### config.mk
export PLATFORM = sky130hd
export DESIGN_NAME = display_capture
export DESIGN_NICKNAME = d
export VERILOG_FILES = /design/src/rtl/display_capture.sv
export SDC_FILE = /design/constraint.sdc
export NUM_CORES = 1
export LEC_CHECK = 0
export CAP_MARGIN = 20
export CORE_MARGIN = 2
export CORE_UTILIZATION = 30
export DETAILED_ROUTE_END_ITERATION = 8
export DONT_BUFFER_PORTS = 1
export PLACE_DENSITY = 0.51
export SLEW_MARGIN = 5
export SYNTH_ARGS = -nofsm -noshare
export SYNTH_HDL_FRONTEND = slang
export SYNTH_SLANG_ARGS = --single-unit
### constraint.sdc
create_clock -name i_Clock -period 4.4 [get_ports i_Clock]
set_input_delay 0.88 -clock i_Clock [delete_from_list [all_inputs] [get_ports i_Clock]]
set_output_delay 0.88 -clock i_Clock [all_outputs]
set_load 0.05 [all_outputs]
### src/rtl/display_capture.sv
// display_capture: receiving end of the multiplexed 4-digit 7-segment bus. Samples and de-glitches
// each digit slot, decodes back to BCD and publishes one frame per scan. Option: DISPLAY_CAPTURE_DOT_EN.
module display_capture #(
  parameter int STABLE_CYCLES  = 4,
  parameter int TIMEOUT_CYCLES = 4096,
  parameter bit SEG_ACTIVE_LOW = 1'b1,
  parameter bit DIG_ACTIVE_LOW = 1'b1
) (
  input  logic       i_Clock,
  input  logic       i_Reset,
  input  logic [7:0] i_Segments,
  input  logic [3:0] i_Digits,
  output logic [3:0] o_Data_Dig1,
  output logic [3:0] o_Data_Dig2,
  output logic [3:0] o_Data_Dig3,
  output logic [3:0] o_Data_Dig4,
  output logic [3:0] o_Blank,
  output logic       o_Dot,
  output logic       o_Frame_Valid,
  output logic       o_Error,
  output logic       o_Timeout
);

  localparam int SW = (STABLE_CYCLES > 1) ? $clog2(STABLE_CYCLES) : 1;
  localparam int TW = (TIMEOUT_CYCLES > 1) ? $clog2(TIMEOUT_CYCLES) : 1;
  localparam logic [SW-1:0] STABLE_LAST  = SW'(STABLE_CYCLES - 1);
  localparam logic [TW-1:0] TIMEOUT_LAST = TW'(TIMEOUT_CYCLES - 1);

`ifdef DISPLAY_CAPTURE_DOT_EN
  localparam logic [7:0] CMP_MASK = 8'hFF;
`else
  localparam logic [7:0] CMP_MASK = 8'h7F;
`endif

  typedef struct packed {
    logic       illegal;
    logic       blank;
    logic [3:0] data;
  } dec_t;

  function automatic dec_t decode(input logic [6:0] seg);
    dec_t d;
    d = '{illegal: 1'b0, blank: 1'b0, data: 4'h0};
    case (seg)
      7'h3F: d.data = 4'd0;
      7'h06: d.data = 4'd1;
      7'h5B: d.data = 4'd2;
      7'h4F: d.data = 4'd3;
      7'h66: d.data = 4'd4;
      7'h6D: d.data = 4'd5;
      7'h7D: d.data = 4'd6;
      7'h07: d.data = 4'd7;
      7'h7F: d.data = 4'd8;
      7'h6F: d.data = 4'd9;
      7'h00: d.blank = 1'b1;
      default: begin
        d.data    = 4'hF;
        d.illegal = 1'b1;
      end
    endcase
    return d;
  endfunction

  logic [7:0]      w_seg_norm, r_seg, r_seg_prev;
  logic [3:0]      w_dig_norm, r_dig, r_dig_prev;
  logic [SW-1:0]   r_stable, w_stable_nxt;
  logic [TW-1:0]   r_tcnt;
  logic [3:0]      r_seen;
  logic            r_err;
  logic [3:0][3:0] r_sh_data;
  logic [3:0]      r_sh_blank;
  logic [3:0][3:0] r_out_data;
  logic [3:0]      r_out_blank;
  logic            r_frame_valid, r_out_err, r_out_tmo;
  logic            w_onehot, w_multi, w_same, w_accept;
  logic            w_complete, w_tmo, w_publish;
  logic [1:0]      w_idx;
  dec_t            w_dec;

  assign w_seg_norm = i_Segments ^ {8{SEG_ACTIVE_LOW}};
  assign w_dig_norm = i_Digits ^ {4{DIG_ACTIVE_LOW}};

  assign w_onehot = $onehot(r_dig);
  assign w_multi  = !$onehot0(r_dig);
  assign w_same   = (r_dig == r_dig_prev) && ((r_seg & CMP_MASK) == (r_seg_prev & CMP_MASK));
  assign w_dec    = decode(r_seg[6:0]);

  // Accept exactly once when the run reaches STABLE_CYCLES samples; then hold until the bus changes.
  always_comb begin
    w_stable_nxt = '0;
    w_accept     = 1'b0;
    if (w_onehot && w_same) begin
      if (r_stable == STABLE_LAST) begin
        w_stable_nxt = STABLE_LAST;
      end else begin
        w_stable_nxt = r_stable + 1'b1;
        w_accept     = (w_stable_nxt == STABLE_LAST);
      end
    end
  end

  always_comb begin
    w_idx = '0;
    for (int k = 0; k < 4; k++) begin
      if (r_dig[k]) w_idx = 2'(k);
    end
  end

  assign w_complete = (r_seen == 4'hF);
  assign w_tmo      = !w_complete && (r_tcnt == TIMEOUT_LAST);
  assign w_publish  = w_complete || w_tmo;

  always_ff @(posedge i_Clock) begin
    if (i_Reset) begin
      // NOTE: shadows are reset too so a frame published after reset never carries pre-reset digits.
      r_seg         <= '0;
      r_seg_prev    <= '0;
      r_dig         <= '0;
      r_dig_prev    <= '0;
      r_stable      <= '0;
      r_tcnt        <= '0;
      r_seen        <= '0;
      r_err         <= 1'b0;
      r_sh_data     <= '0;
      r_sh_blank    <= '0;
      r_out_data    <= '0;
      r_out_blank   <= '0;
      r_frame_valid <= 1'b0;
      r_out_err     <= 1'b0;
      r_out_tmo     <= 1'b0;
    end else begin
      r_seg         <= w_seg_norm;
      r_dig         <= w_dig_norm;
      r_seg_prev    <= r_seg;
      r_dig_prev    <= r_dig;
      r_stable      <= w_stable_nxt;
      r_frame_valid <= w_publish;

      if (w_publish) begin
        for (int k = 0; k < 4; k++) begin
          r_out_data[k]  <= r_seen[k] ? r_sh_data[k] : 4'h0;
          r_out_blank[k] <= r_seen[k] ? r_sh_blank[k] : 1'b1;
        end
        r_out_err <= r_err;
        r_out_tmo <= w_tmo;
        r_seen    <= '0;
        r_err     <= 1'b0;
        r_tcnt    <= '0;
      end else begin
        r_tcnt <= r_tcnt + 1'b1;
      end

      // NOTE: these later nonblocking writes override the clears above, so events on a publish cycle land in the next frame.
      if (w_accept) begin
        r_seen[w_idx]     <= 1'b1;
        r_sh_data[w_idx]  <= w_dec.data;
        r_sh_blank[w_idx] <= w_dec.blank;
        if (w_dec.illegal) r_err <= 1'b1;
      end
      if (w_multi) r_err <= 1'b1;
    end
  end

`ifdef DISPLAY_CAPTURE_DOT_EN
  logic r_dot_acc, r_out_dot;

  always_ff @(posedge i_Clock) begin
    if (i_Reset) begin
      r_dot_acc <= 1'b0;
      r_out_dot <= 1'b0;
    end else begin
      if (w_publish) begin
        r_out_dot <= r_dot_acc;
        r_dot_acc <= 1'b0;
      end
      if (w_accept && r_seg[7]) r_dot_acc <= 1'b1;
    end
  end

  assign o_Dot = r_out_dot;
`else
  assign o_Dot = 1'b0;
`endif

  assign o_Data_Dig1   = r_out_data[0];
  assign o_Data_Dig2   = r_out_data[1];
  assign o_Data_Dig3   = r_out_data[2];
  assign o_Data_Dig4   = r_out_data[3];
  assign o_Blank       = r_out_blank;
  assign o_Frame_Valid = r_frame_valid;
  assign o_Error       = r_out_err;
  assign o_Timeout     = r_out_tmo;

endmodule

final_clocks.png
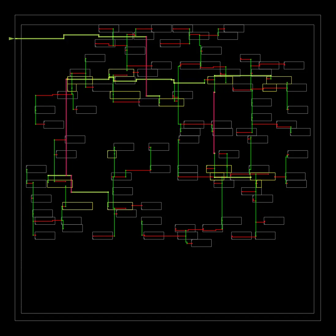
Clk power: 0.000825 W
TritonCTS Buffers: 9
Sink Count: 84
Flop Count: 84
Insertion Delay late pin: 0.34 ns

pins.png
Scale: 2 px per µm. Pins as bars across the die edge, other pins in grey.
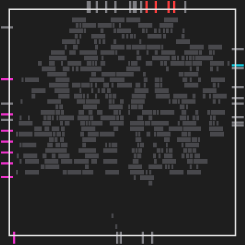
- o_Dot: cyan (pins 1; direction output; edge right)
- o_Data_Dig2: red (pins 4; direction output; edge top)
- i_Segments: magenta (pins 8; direction input; edge 7 left, 1 bottom)

==> run_results.csv <==
group,metric,value,unit
pwr,combPwrFrac,0.048,
synth,common_cells,"dfxtp_1, nor2_1, nand2_1",
synth,synth.most_common_cell,"dfxtp_1",
synth,yosys.area_share.simple,0.287,
critical_path,required,4.63,ns
layout,num-clock-buffers,11,
min_path,hp-class,"reg2reg",
place,dp_hpwl,4.63,mm
critical_path,crit_type,"reg2reg",
global_routing,grt_use_met2,0.182,
routing,avgViaCountPerCell,4.78,
layout,design_area,3930,µm²
sta,fmax,0.320,GHz
routing,routedWlPerCell,13.4,µm
min_path,worst_hold_startpoint,"r_sh_data[0]",
synth,netlist_area,3520,µm²
pwr,switching_share,0.213,
critical_path,crit_cells,11,
outcome,outcome,"completed",
synth,adder_share,0.0199,
clocking,cts_buffer_depth,2,
layout,drive_gt1_frac,0.113,
critical_path,reg2reg_slack,1.27,ns
synth,ys_cells,368,
layout,comb_cells,254,
global_routing,grt_pass1_wl,11.5,mm
global_routing,grt_overflow,0,
pwr,power.internal,0.00134,W
run,tool_warnings,28,
die,taps,143,
critical_path,path_max_fanout,9,
pwr,p_sw,0.000362,W
routing,met1_length,3.26,mm
sta,period_minus_slack,3.13,ns
global_routing,grt_usage,0.115,
min_path,min_delay_path_depth,2,
pwr,clock_power_share,0.485,
clocking,clk_pin_slew,0.06,ns
routing,drc_errors,0,
critical_path,arrival,3.36,ns
synth,compound_area_frac,0.0721,
place,routabilityCongestion,0.730,
synth,avgSynthCellArea,9.58,µm²
global_routing,grt_pass1_vias,2366,
synth,synth-main-ff-cell,"dfxtp_1",
synth,xor_area_frac,0.0731,
routing,first_iter_violations,133,
clocking,cts-resized-gates,0,
die,row_count,39,
global_routing,grt_most_used_layer,"met2",
layout,n_all_inverters,8,
synth,fp_nets,387,
critical_path,startpoint_type,"flip-flop",
synth,yosysChipArea,3520,µm²
clocking,cts_tree,"done",
routing,via_count,2421,
place,dp.cells,489,
synth,synth.largest_area_cell,"dfxtp_1",
clocking,post_cts_buffers,0,
die,fp.dieH,112,µm
layout,regMostFlops,"r_sh_data",
sta,setup-violations-final,0,
synth,synth.logic.top_family,"simple AND/OR/NAND/NOR gates",
pwr,power.density,433,nW/µm²
layout,num-nonclk-buffers,1,
sta,worst_slew_pin_slew,0.836,ns
layout,largest_reg_flops,16,
pwr,p_leak,1.32,nW
global_routing,grtUsageMet1,0.146,
routing,wl_met2,3.14,mm
layout,nFillCells,1207,
pwr,power_frac_seq,0.466,
synth,yosys.cell_types.count,42,
clocking,root_buffer,"clkbuf_16",
critical_path,path_buffers,3,
critical_path,cp-end-kind,"flip-flop",
global_routing,antenna_found_initial,0,
layout,reg_top3,"r_sh_data: 16 flops, r_tcnt: 12 flops",
critical_path,regToRegEndpoint,"r_sh_data[14]",
layout,buf_share,0.00382,
synth,yosysTopAreaCellShare,0.477,
pwr,pg_seq,0.000793,W
critical_path,ff2ff_path_depth,11,
pwr,peakVddDrop,0.350,mV
routing,wl_met3,306,µm
pwr,power-top-group,"the clock network",
global_routing,grt_use_met3,0.0383,
layout,nNetsFinal,377,
critical_path,crit_top_cell,"inv_1",
clocking,cts.htree.levels,3,
critical_path,endpoint,"r_sh_data[14]",
routing,drtAntennaViolNets,0,
critical_path,critPathTopFamily,"simple AND/OR/NAND/NOR gates",
die,fp.dieW,112,µm
synth,yosysWarnings,0,
synth,synth-seq-cells,84,
die,die-area,12600,µm²
sta,hold_viol,0,
sta,final.setup.tns,0,ns
pwr,finalPower,0.00170,W
place,post_dp_cell_area,3580,µm²
synth,netlist_instances,368,
layout,lay_top_count,"dfxtp_1",
layout,layout_top_cells,"dfxtp_1, nor2_1, nand2_1",
layout,mi_logic_area,1690,µm²
critical_path,worstSetupStartpoint,"r_dig[3]",
global_routing,grt_start_max_net_pins,73,
sta,holdWs,0.472,ns
sta,slew_headroom,0.438,
die,core-area,11400,µm²
pwr,powerComb,0.0000823,W
sta,min_period_over_period,0.710,
layout,clock_area_frac,0.0853,
critical_path,path_cells,"inv_1 > fa_1 > inv_1 > ha_1 > inv_1 > ha_1 > nor3b_2 > nand4_4 > nor4_4 > mux2i_1 > nor2_1",
place,port_buffers,0,
layout,flop_area,1680,µm²
layout,utilization,0.344,
layout,areaGrowthSynthToFinish,11.5,%
clocking,ctsHoldBuffers,0,
sta,final_max_slew_viol_count,0,
routing,dr.pass1.iters,4,
layout,antenna_cells,0,
layout,largest_class,"logic gates",
die,boundaryPins,38,
synth,ys_sh_mux,0.0256,
sta,rsz0062_at_grt,"no",
critical_path,worst_path_largest_cell_delay,0.63,ns
layout,seq_area_frac,0.428,
synth,synthArstFlopShare,0,
run,max-cap-violations,0,
critical_path,r2r-start,"r_dig[3]",
routing,routed.top_layer,"met4",
sta,timing.final.ws_setup,1.27,ns
synth,edf_count,0,
Power is estimated from default activity; no workload was simulated.
